==> src/rtl/airflow_ctrl.sv <==
// -----------------------------------------------------------------------------
// airflow_ctrl -- oxygen supply / vent controller
//
// Tracks a shared oxygen reserve that drains by DRAIN units per open vent per
// cycle and can be topped up by REFILL units per cycle. A four-state FSM
// (OFF / NORM / LOW / DEPL) raises a low-oxygen alert with hysteresis and
// closes every vent once the reserve is exhausted.
//
// Optional feature: define AIRFLOW_SHED_EN to make the controller shed load
// while in LOW by closing the highest-index open vent on every cycle.
//
// Ports:
//   clk            in   clock
//   rst            in   asynchronous active-high reset
//   en             in   component enable (0 forces OFF)
//   refill         in   add REFILL to the reserve this cycle
//   vent_wr_valid  in   vent write request
//   vent_wr_idx    in   room index of the write
//   vent_wr_val    in   1 = open the vent, 0 = close it
//   vent_wr_ready  out  write accepted when valid & ready (0 in OFF)
//   vent_wr_err    out  one-cycle pulse after a bad index or a refused open
//   oxygen         out  current oxygen level
//   vents          out  vent open mask, bit i = room i
//   alert          out  registered low-oxygen flag (state LOW or DEPL)
//   state          out  registered FSM state
// -----------------------------------------------------------------------------
module airflow_ctrl #(
  parameter int ROOMS      = 4,
  parameter int OW         = 8,
  parameter int O2_INIT    = 198,
  parameter int DRAIN      = 5,
  parameter int REFILL     = 3,
  parameter int LOW_THRESH = 50,
  parameter int HYST       = 10,
  localparam int IW        = (ROOMS > 1) ? $clog2(ROOMS) : 1
) (
  input  logic             clk,
  input  logic             rst,
  input  logic             en,
  input  logic             refill,
  input  logic             vent_wr_valid,
  input  logic [IW-1:0]    vent_wr_idx,
  input  logic             vent_wr_val,
  output logic             vent_wr_ready,
  output logic             vent_wr_err,
  output logic [OW-1:0]    oxygen,
  output logic [ROOMS-1:0] vents,
  output logic             alert,
  output logic [1:0]       state
);

  typedef enum logic [1:0] {
    S_OFF  = 2'b00,
    S_NORM = 2'b01,
    S_LOW  = 2'b10,
    S_DEPL = 2'b11
  } state_e;

  // Saturation ceiling of the oxygen register, held in the 32-bit working width.
  localparam logic [31:0] O_MAX = 32'((64'd1 << OW) - 64'd1);

  state_e           state_q, state_d;
  logic [OW-1:0]    oxy_q, oxy_d;
  logic [ROOMS-1:0] vents_q, vents_d;
  logic             alert_q, alert_d;
  logic             err_q, err_d;

  // Datapath: next oxygen level o' and write decode
  logic [31:0] pop_w, add_w, sub_w, o_next_w;
  logic        wr_fire, idx_ok, wr_reject, wr_apply, wr_err;

  always_comb begin
    // NOTE: every combinational output gets a default before any branch so no
    // path leaves it unassigned, which would otherwise infer a latch.
    pop_w = '0;
    for (int i = 0; i < ROOMS; i++) begin
      pop_w = pop_w + 32'(vents_q[i]);
    end
    // 32-bit working width leaves ample headroom, so neither sum wraps.
    add_w = 32'(oxy_q) + (refill ? 32'(REFILL) : 32'd0);
    sub_w = 32'(DRAIN) * pop_w;
    if (sub_w >= add_w) begin
      o_next_w = '0;
    end else if ((add_w - sub_w) > O_MAX) begin
      o_next_w = O_MAX;
    end else begin
      o_next_w = add_w - sub_w;
    end
  end

  assign vent_wr_ready = (state_q != S_OFF);
  assign wr_fire       = vent_wr_valid & vent_wr_ready;
  assign idx_ok        = (32'(vent_wr_idx) < 32'(ROOMS));
  // Opening a vent is refused once the reserve is low or gone.
  assign wr_reject     = wr_fire & vent_wr_val &
                         ((state_q == S_LOW) | (state_q == S_DEPL));
  assign wr_apply      = wr_fire & idx_ok & ~wr_reject;
  assign wr_err        = wr_fire & (~idx_ok | wr_reject);

  // Process 1: state and output registers
  always_ff @(posedge clk or posedge rst) begin
    // NOTE: reset is asynchronous, so outputs take their idle values the
    // moment rst rises; an in-flight write is dropped with no error pulse.
    if (rst) begin
      state_q <= S_OFF;
      oxy_q   <= OW'(O2_INIT);
      vents_q <= '1;
      alert_q <= 1'b0;
      err_q   <= 1'b0;
    end else begin
      // NOTE: non-blocking assignments so every register samples the
      // pre-edge values computed by the combinational processes.
      state_q <= state_d;
      oxy_q   <= oxy_d;
      vents_q <= vents_d;
      alert_q <= alert_d;
      err_q   <= err_d;
    end
  end

  // Process 2: next-state logic
  always_comb begin
    state_d = state_q;
    unique case (state_q)
      S_OFF:  state_d = en ? S_NORM : S_OFF;
      S_NORM: begin
        if (o_next_w == '0)                          state_d = S_DEPL;
        else if (o_next_w <= 32'(LOW_THRESH))        state_d = S_LOW;
        else                                         state_d = S_NORM;
      end
      S_LOW: begin
        if (o_next_w == '0)                          state_d = S_DEPL;
        else if (o_next_w > 32'(LOW_THRESH + HYST))  state_d = S_NORM;
        else                                         state_d = S_LOW;
      end
      S_DEPL: state_d = (o_next_w != '0) ? S_LOW : S_DEPL;
      default: state_d = S_OFF;
    endcase
    // Disable wins over every level-driven transition.
    if (state_q != S_OFF && !en) begin
      state_d = S_OFF;
    end
  end

  // Process 3: next values of the registered outputs
`ifdef AIRFLOW_SHED_EN
  logic [ROOMS-1:0] shed_mask;
  always_comb begin
    // The last set bit found in ascending order is the highest-index one.
    shed_mask = '1;
    for (int i = 0; i < ROOMS; i++) begin
      if (vents_q[i]) begin
        shed_mask    = '1;
        shed_mask[i] = 1'b0;
      end
    end
  end
`endif

  always_comb begin
    oxy_d   = oxy_q;
    vents_d = vents_q;
    alert_d = 1'b0;
    err_d   = 1'b0;
    if (state_q == S_OFF) begin
      // Idle: hold the reload values; refill is ignored.
      oxy_d   = OW'(O2_INIT);
      vents_d = '1;
    end else begin
      oxy_d = o_next_w[OW-1:0];
      for (int i = 0; i < ROOMS; i++) begin
        if (wr_apply && 32'(vent_wr_idx) == i) begin
          vents_d[i] = vent_wr_val;
        end
      end
`ifdef AIRFLOW_SHED_EN
      // A close-write and shedding both clear bits, so they simply combine.
      if (state_q == S_LOW) begin
        vents_d = vents_d & shed_mask;
      end
`endif
      // Depletion overrides writes and shedding.
      if (state_d == S_DEPL) begin
        vents_d = '0;
      end
      err_d = wr_err;
    end
    alert_d = (state_d == S_LOW) || (state_d == S_DEPL);
  end

  assign state       = state_q;
  assign oxygen      = oxy_q;
  assign vents       = vents_q;
  assign alert       = alert_q;
  assign vent_wr_err = err_q;

endmodule
==> config.mk <==
export PLATFORM = sky130hd
export DESIGN_NAME = airflow_ctrl
export DESIGN_NICKNAME = d
export VERILOG_FILES = /design/src/rtl/airflow_ctrl.sv
export SDC_FILE = /design/constraint.sdc
export NUM_CORES = 1
export LEC_CHECK = 0
export ABC_AREA = 1
export CAP_MARGIN = 20
export CORE_AREA = 10 10 66 68
export CTS_CLUSTER_DIAMETER = 150
export DETAILED_ROUTE_END_ITERATION = 6
export DIE_AREA = 0 0 76 78
export MAX_ROUTING_LAYER = met4
export PLACE_DENSITY_LB_ADDON = 0.15
export SLEW_MARGIN = 10
export SYNTH_ARGS = -nofsm -noshare
export SYNTH_HDL_FRONTEND = slang
export SYNTH_SLANG_ARGS = --single-unit
==> constraint.sdc <==
create_clock -name clk -period 5.5 [get_ports clk]
set_clock_uncertainty 0.2 [all_clocks]
set_input_delay 0.825 -clock clk [delete_from_list [all_inputs] [get_ports clk]]
set_output_delay 0.825 -clock clk [all_outputs]
set_load 0.01 [all_outputs]
### M1 wires

Scale: 4 px per µm.
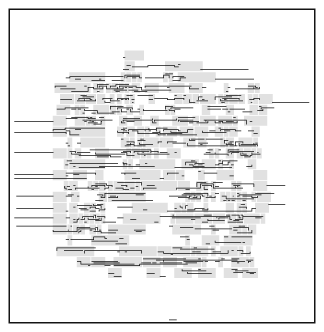
wire length on this layer = 1,500 µm
nets with wire on the layer = 240
main direction = horizontal

### Metal 2

Scale: 6 px per µm.
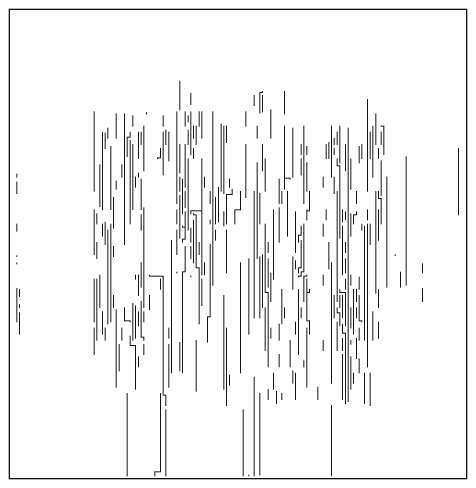
wire length on this layer = 1,660 µm
share of all routed wire = 50%
nets with wire on the layer = 221

### The metal 3 layer

Scale: 4 px per µm.
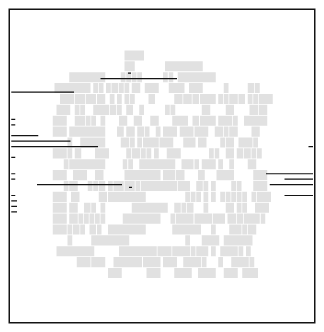
longest straight run = 21.4 µm
nets with wire on the layer = 20
main direction = horizontal
wire length on this layer = 142 µm
share of all routed wire = 4.3%

==> summary.txt <==
Here are the numbers from the latest Yosys + OpenROAD run.

The run finished with clean final reports. The number of CTS-inserted buffers came out at 3. The number of DRC violations after detailed-routing iteration 0 is 63.

The share of synthesized registers carrying an async set or reset came out at 100.0%. The vertical die dimension is 78 µm. In the final layout, the clock buffer count is 4.

The number of primary I/O pins is 25. The total via count after detailed routing is 1,402. The chip area line of the yosys report came out at 0.001620 mm². The number of different library cells used by synthesis comes to 32. The number of ordinary inverters in the final layout came out at 30. The setup TNS came out at 0 ps. The timing report shows the most common cell along the critical path to be nand2_1. The number of global-route vias before repair came out at 1,385. The number of synthesized flops with an enable pin is 0.

The clock distribution area overhead in the final layout is 1.871%. For reference, XOR and XNOR gates occupy 3.243% of the area reported after synthesis. The relative area change from synthesis to final layout came out at 19.69%. The critical path's top delay family is simple AND/OR/NAND/NOR gates. The chip area came out at 0.005928 mm². In the final layout, the share of cells above drive strength 1 is 24.69%. The initial antenna violation count came out at 0. The multiplexer area fraction after synthesis is 0%. The number of OpenROAD warnings is 27. The startpoint identified for the worst hold timing path is vents[0]. The cell sequence reported for the critical path is clkdlybuf4s50_1 > ha_1 > fa_1 > xor2_1 > ha_1 > nand2_1 > nor2_1 > o21ai_1 > nand3_2 > o21ai_2 > nand3_2 > nand2_2 > nand2_1 > nand3_1 > nand2_1 > a21oi_1 > nand2_1 > nand3_4 > nand2_2 > nand2_2 > nand2_1 > nand2_1. met2 is the most crowded layer. The CTS tree is done. The buffer levels on the longest clock path came out at 2. The synthesized design contains 16 register bits. The detailed-route wire length is 3342 µm. The most frequent standard cell in the layout excluding fill and tap cells is nand2_1. According to the cell report, flip-flops and latches in the layout number 16. Per the layout area report, the combinational gate area comes to 0.001082 mm². Looking at the hold checks, the worst path lands on vents[0]. 0 antenna diodes ended up in the layout. The launch point of the worst register-to-register path is recorded as vents[1]. The maximum achievable frequency is 228.1 MHz. Summed over all layers, the global routing overflow is 0.

The total non-filler cell area in the finished layout came out at 0.001939 mm². The fraction of met3 tracks used by global routing is 2.995%. The slew of the pin with the lowest slew margin came out at 720.9 ps. The worst path uses 79.71% of the clock period.

The most common logic cells in the final layout are nand2_1 (59), inv_1 (27), clkdlybuf4s50_1 (24). For this run the detailed placement stage logged an HPWL of 2881 µm.
